==> src/rtl/loader_pkg.sv <==
// ============================================================================
// loader_pkg : shared state encoding, output bundle and defaults for the loader
// Revision   : 1.0
// ============================================================================
`default_nettype none

package loader_pkg;

  localparam int LOADER_RAM_BYTES = 16;
  localparam int LOADER_ADDR_W    = 4;

  typedef enum logic [2:0] {
    IDLE      = 3'd0,
    WAIT_BYTE = 3'd1,
    LOAD_ADDR = 3'd2,
    LOAD_DATA = 3'd3,
    WRITE     = 3'd4,
    DONE      = 3'd5
  } loader_state_t;

  typedef struct packed {
    logic [7:0] bus_out;
    logic       bus_oe;
    logic       n_lma;
    logic       n_lmd;
    logic       n_lr;
    logic       ready;
    logic       done_load;
    logic       cpu_hold;
  } loader_out_t;

  localparam loader_out_t LOADER_OUT_IDLE = '{
    bus_out:   8'h00,
    bus_oe:    1'b0,
    n_lma:     1'b1,
    n_lmd:     1'b1,
    n_lr:      1'b1,
    ready:     1'b0,
    done_load: 1'b0,
    cpu_hold:  1'b0
  };

  // Moore decode: the output bundle a given state presents for its whole cycle.
  function automatic loader_out_t loader_outputs(input loader_state_t st,
                                                 input logic [7:0]    data_val,
                                                 input logic [7:0]    addr_val);
    loader_out_t o;
    o = LOADER_OUT_IDLE;
    case (st)
      WAIT_BYTE: begin
        o.ready    = 1'b1;
        o.cpu_hold = 1'b1;
      end
      LOAD_ADDR: begin
        o.bus_out  = addr_val;
        o.bus_oe   = 1'b1;
        o.n_lma    = 1'b0;
        o.cpu_hold = 1'b1;
      end
      LOAD_DATA: begin
        o.bus_out  = data_val;
        o.bus_oe   = 1'b1;
        o.n_lmd    = 1'b0;
        o.cpu_hold = 1'b1;
      end
      WRITE: begin
        o.n_lr     = 1'b0;
        o.cpu_hold = 1'b1;
      end
      DONE: begin
        o.done_load = 1'b1;
        o.cpu_hold  = 1'b1;
      end
      default: o = LOADER_OUT_IDLE;
    endcase
    return o;
  endfunction

endpackage

`default_nettype wire

==> src/rtl/sync_edge_detect.sv <==
// ============================================================================
// sync_edge_detect : multi-stage synchronizer with registered rising-edge pulse
// Revision         : 1.0
// ============================================================================
`default_nettype none

module sync_edge_detect #(
  parameter int SYNC_STAGES = 2
) (
  input  logic clk,
  input  logic rst_n,
  input  logic async_in,
  output logic edge_pulse
);

  logic [SYNC_STAGES-1:0] sync_q, sync_d;
  logic [SYNC_STAGES-1:0] primed_q, primed_d;
  logic                   prev_q, prev_d;
  logic                   prev_valid_q, prev_valid_d;
  logic                   pulse_q, pulse_d;
  logic                   sample;
  logic                   sample_valid;

  // primed_q tracks how far real samples have propagated since reset, so a pin
  // already high at reset release is not mistaken for a fresh strobe.
  generate
    if (SYNC_STAGES == 1) begin : g_single
      always_comb begin
        sync_d   = async_in;
        primed_d = 1'b1;
      end
    end else begin : g_multi
      always_comb begin
        sync_d   = {sync_q[SYNC_STAGES-2:0], async_in};
        primed_d = {primed_q[SYNC_STAGES-2:0], 1'b1};
      end
    end
  endgenerate

  always_comb begin
    sample       = sync_q[SYNC_STAGES-1];
    sample_valid = primed_q[SYNC_STAGES-1];
    prev_d       = sample;
    prev_valid_d = sample_valid;
    pulse_d      = sample & sample_valid & prev_valid_q & ~prev_q;
  end

  always_ff @(posedge clk or negedge rst_n) begin
    if (!rst_n) begin
      sync_q       <= '0;
      primed_q     <= '0;
      prev_q       <= 1'b0;
      prev_valid_q <= 1'b0;
      pulse_q      <= 1'b0;
    end else begin
      sync_q       <= sync_d;
      primed_q     <= primed_d;
      prev_q       <= prev_d;
      prev_valid_q <= prev_valid_d;
      pulse_q      <= pulse_d;
    end
  end

  assign edge_pulse = pulse_q;

endmodule

`default_nettype wire

==> src/rtl/program_loader.sv <==
// ============================================================================
// program_loader : fills RAM from host bytes through the MAR while the CPU is held
// Revision       : 1.0
// ============================================================================
`default_nettype none

module program_loader
  import loader_pkg::*;
#(
  parameter int RAM_BYTES   = LOADER_RAM_BYTES,
  parameter int ADDR_W      = LOADER_ADDR_W,
  parameter int SYNC_STAGES = 2
) (
  input  logic              clk,
  input  logic              rst_n,
  input  logic              programming,
  input  logic              ui_valid,
  input  logic [7:0]        ui_data,
  output logic [7:0]        bus_out,
  output logic              bus_oe,
  output logic              n_lma,
  output logic              n_lmd,
  output logic              n_lr,
  output logic              ready,
  output logic              done_load,
  output logic              cpu_hold,
  output logic [ADDR_W-1:0] load_addr
);

  localparam logic [ADDR_W-1:0] LAST_ADDR = ADDR_W'(RAM_BYTES - 1);

  loader_state_t     state_q, state_d;
  logic [ADDR_W-1:0] load_addr_q, load_addr_d;
  logic [7:0]        byte_q, byte_d;
  loader_out_t       out_q, out_d;
  logic              valid_edge;

  sync_edge_detect #(
    .SYNC_STAGES(SYNC_STAGES)
  ) u_valid_sync (
    .clk        (clk),
    .rst_n      (rst_n),
    .async_in   (ui_valid),
    .edge_pulse (valid_edge)
  );

  always_comb begin
    state_d     = state_q;
    load_addr_d = load_addr_q;
    byte_d      = byte_q;

    case (state_q)
      IDLE: begin
        if (programming) begin
          state_d     = WAIT_BYTE;
          load_addr_d = '0;
        end
      end
      WAIT_BYTE: begin
        if (valid_edge) begin
          byte_d  = ui_data;
          state_d = LOAD_ADDR;
        end
      end
      LOAD_ADDR: state_d = LOAD_DATA;
      LOAD_DATA: state_d = WRITE;
      WRITE: begin
        if (load_addr_q == LAST_ADDR) begin
          state_d = DONE;
        end else begin
          load_addr_d = load_addr_q + ADDR_W'(1);
          state_d     = WAIT_BYTE;
        end
      end
      DONE:    state_d = DONE;
      default: state_d = IDLE;
    endcase

    // Leaving programming mode overrides everything; the current state's
    // outputs are already registered, so an in-flight strobe still completes.
    if (state_q != IDLE && !programming) begin
      state_d     = IDLE;
      load_addr_d = '0;
    end

    // Outputs are registered from the next state so they align with state_q.
    out_d = loader_outputs(state_d, byte_d, 8'(load_addr_d));
  end

  always_ff @(posedge clk or negedge rst_n) begin
    if (!rst_n) begin
      state_q     <= IDLE;
      load_addr_q <= '0;
      byte_q      <= 8'h00;
      out_q       <= LOADER_OUT_IDLE;
    end else begin
      state_q     <= state_d;
      load_addr_q <= load_addr_d;
      byte_q      <= byte_d;
      out_q       <= out_d;
    end
  end

  assign bus_out   = out_q.bus_out;
  assign bus_oe    = out_q.bus_oe;
  assign n_lma     = out_q.n_lma;
  assign n_lmd     = out_q.n_lmd;
  assign n_lr      = out_q.n_lr;
  assign ready     = out_q.ready;
  assign done_load = out_q.done_load;
  assign cpu_hold  = out_q.cpu_hold;
  assign load_addr = load_addr_q;

endmodule

`default_nettype wire
==> config.mk <==
export PLATFORM = sky130hd
export DESIGN_NAME = program_loader
export DESIGN_NICKNAME = d
export VERILOG_FILES = /design/src/rtl/loader_pkg.sv /design/src/rtl/sync_edge_detect.sv /design/src/rtl/program_loader.sv
export SDC_FILE = /design/constraint.sdc
export NUM_CORES = 1
export LEC_CHECK = 0
export ABC_AREA = 1
export CAP_MARGIN = 15
export CORE_MARGIN = 2
export CORE_UTILIZATION = 49
export CTS_CLUSTER_DIAMETER = 100
export DETAILED_ROUTE_END_ITERATION = 16
export GPL_TIMING_DRIVEN = 0
export PLACE_DENSITY = 0.78
export SLEW_MARGIN = 20
export SYNTH_ARGS = -nofsm -noshare
export SYNTH_HDL_FRONTEND = slang
export SYNTH_SLANG_ARGS = --single-unit
export TNS_END_PERCENT = 100
==> constraint.sdc <==
create_clock -name clk -period 1.7 [get_ports clk]
set_input_delay 0.51 -clock clk [delete_from_list [all_inputs] [get_ports clk]]
set_output_delay 0.51 -clock clk [all_outputs]
set_load 0.01 [all_outputs]
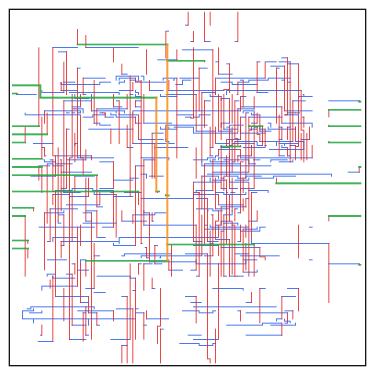
(images/metal_stack.png)
(6 px per um)
layer	colour	wire length
met4	orange	51.7 um
met1	blue	1130 um
met2	red	1360 um
met3	green	185 um
Routed WL: 2725 um
global router's overall resource usage: 18.91%
wire length per cell after detailed routing: 12.06 um
vias: 1127

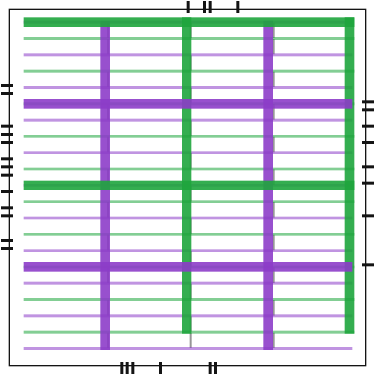
(images/pdn.png)
(6 px per um) Pins as bars on the die edge. Tap cells in grey.
net	colour
VSS	purple
VDD	green
tap cells	33
signal pins	31
chip height: 59.15 um
maximum ir drop on the vdd rail: 0.0006645 V

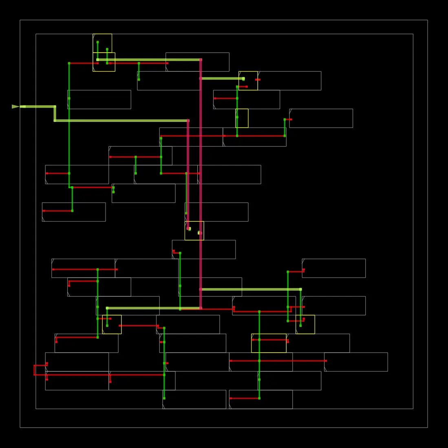
(images/final_clocks.png)
Flop Count: 37
clock latency of the later-clocked register in the worst-skew pair: 0.34 ns
count of clock-net buffers in the final layout: 6
TritonCTS Buffers: 5
worst clock skew: 0.009936 ns

==> README.md <==
| Metric | Reported | Unit |
| --- | --- | --- |
| Clock distribution power | 0.000485 | W |
| YS warnings | 0 | - |
| Critical Path Slowest Stage Cell | dfstp_2 | - |
| Power Combinational | 0.000681 | W |
| Sequential power share | 49.6 | % |
| Initial antenna violation count | 0 | - |
| Most frequent cells in the layout | nand2_1 (38), dfrtp_1 (34), dlygate4sd2_1 (18) | - |
| Filler cell count in the final layout | 239 | - |
| Clock power share | 21.0 | % |
| Number of pins with negative max-slew slack in the final report | 0 | - |
| Core Density at Floorplan | 50.04 | % |
| Sequential element share of the synthesized area | 62.38 | % |
| Remaining number of nets flagged by the antenna check after routing | 0 | - |
| DR WL met3 | 185 | um |
| Total inserted antenna cells | 0 | - |
| Layer with the highest usage | met2 | - |
| Buffers outside the clock class | 34 | - |
| Status | complete, no violations | - |
| Number of gates resized after CTS | 19 | - |
| Biggest fanout along the worst timing path | 1 | - |
| Count of routing violations after the opening detailed-route iteration | 16 | - |
| Setup_tns | 0 | ns |
| Flop+latch power | 0.00115 | W |
| Critical path data arrival time | 1.12 | ns |
| Worst setup slack for register-to-register paths | 0.14 | ns |
| Maximum cell stage delay along the critical path | 0.53 | ns |
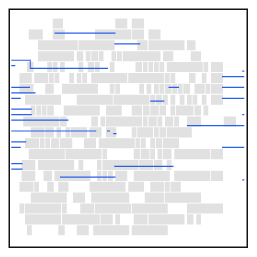
(images/met3.png)
(4 px per um)
main direction	horizontal
nets with wire on the layer	24
share of all routed wire	6.8%
longest straight run	20.9 um
wire length on this layer	185 um

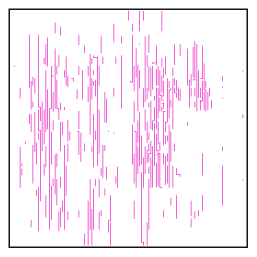
(images/met2.png)
(4 px per um)
nets with wire on the layer	171
wire length on this layer	1360 um

Power is estimated from default activity; no workload was simulated.
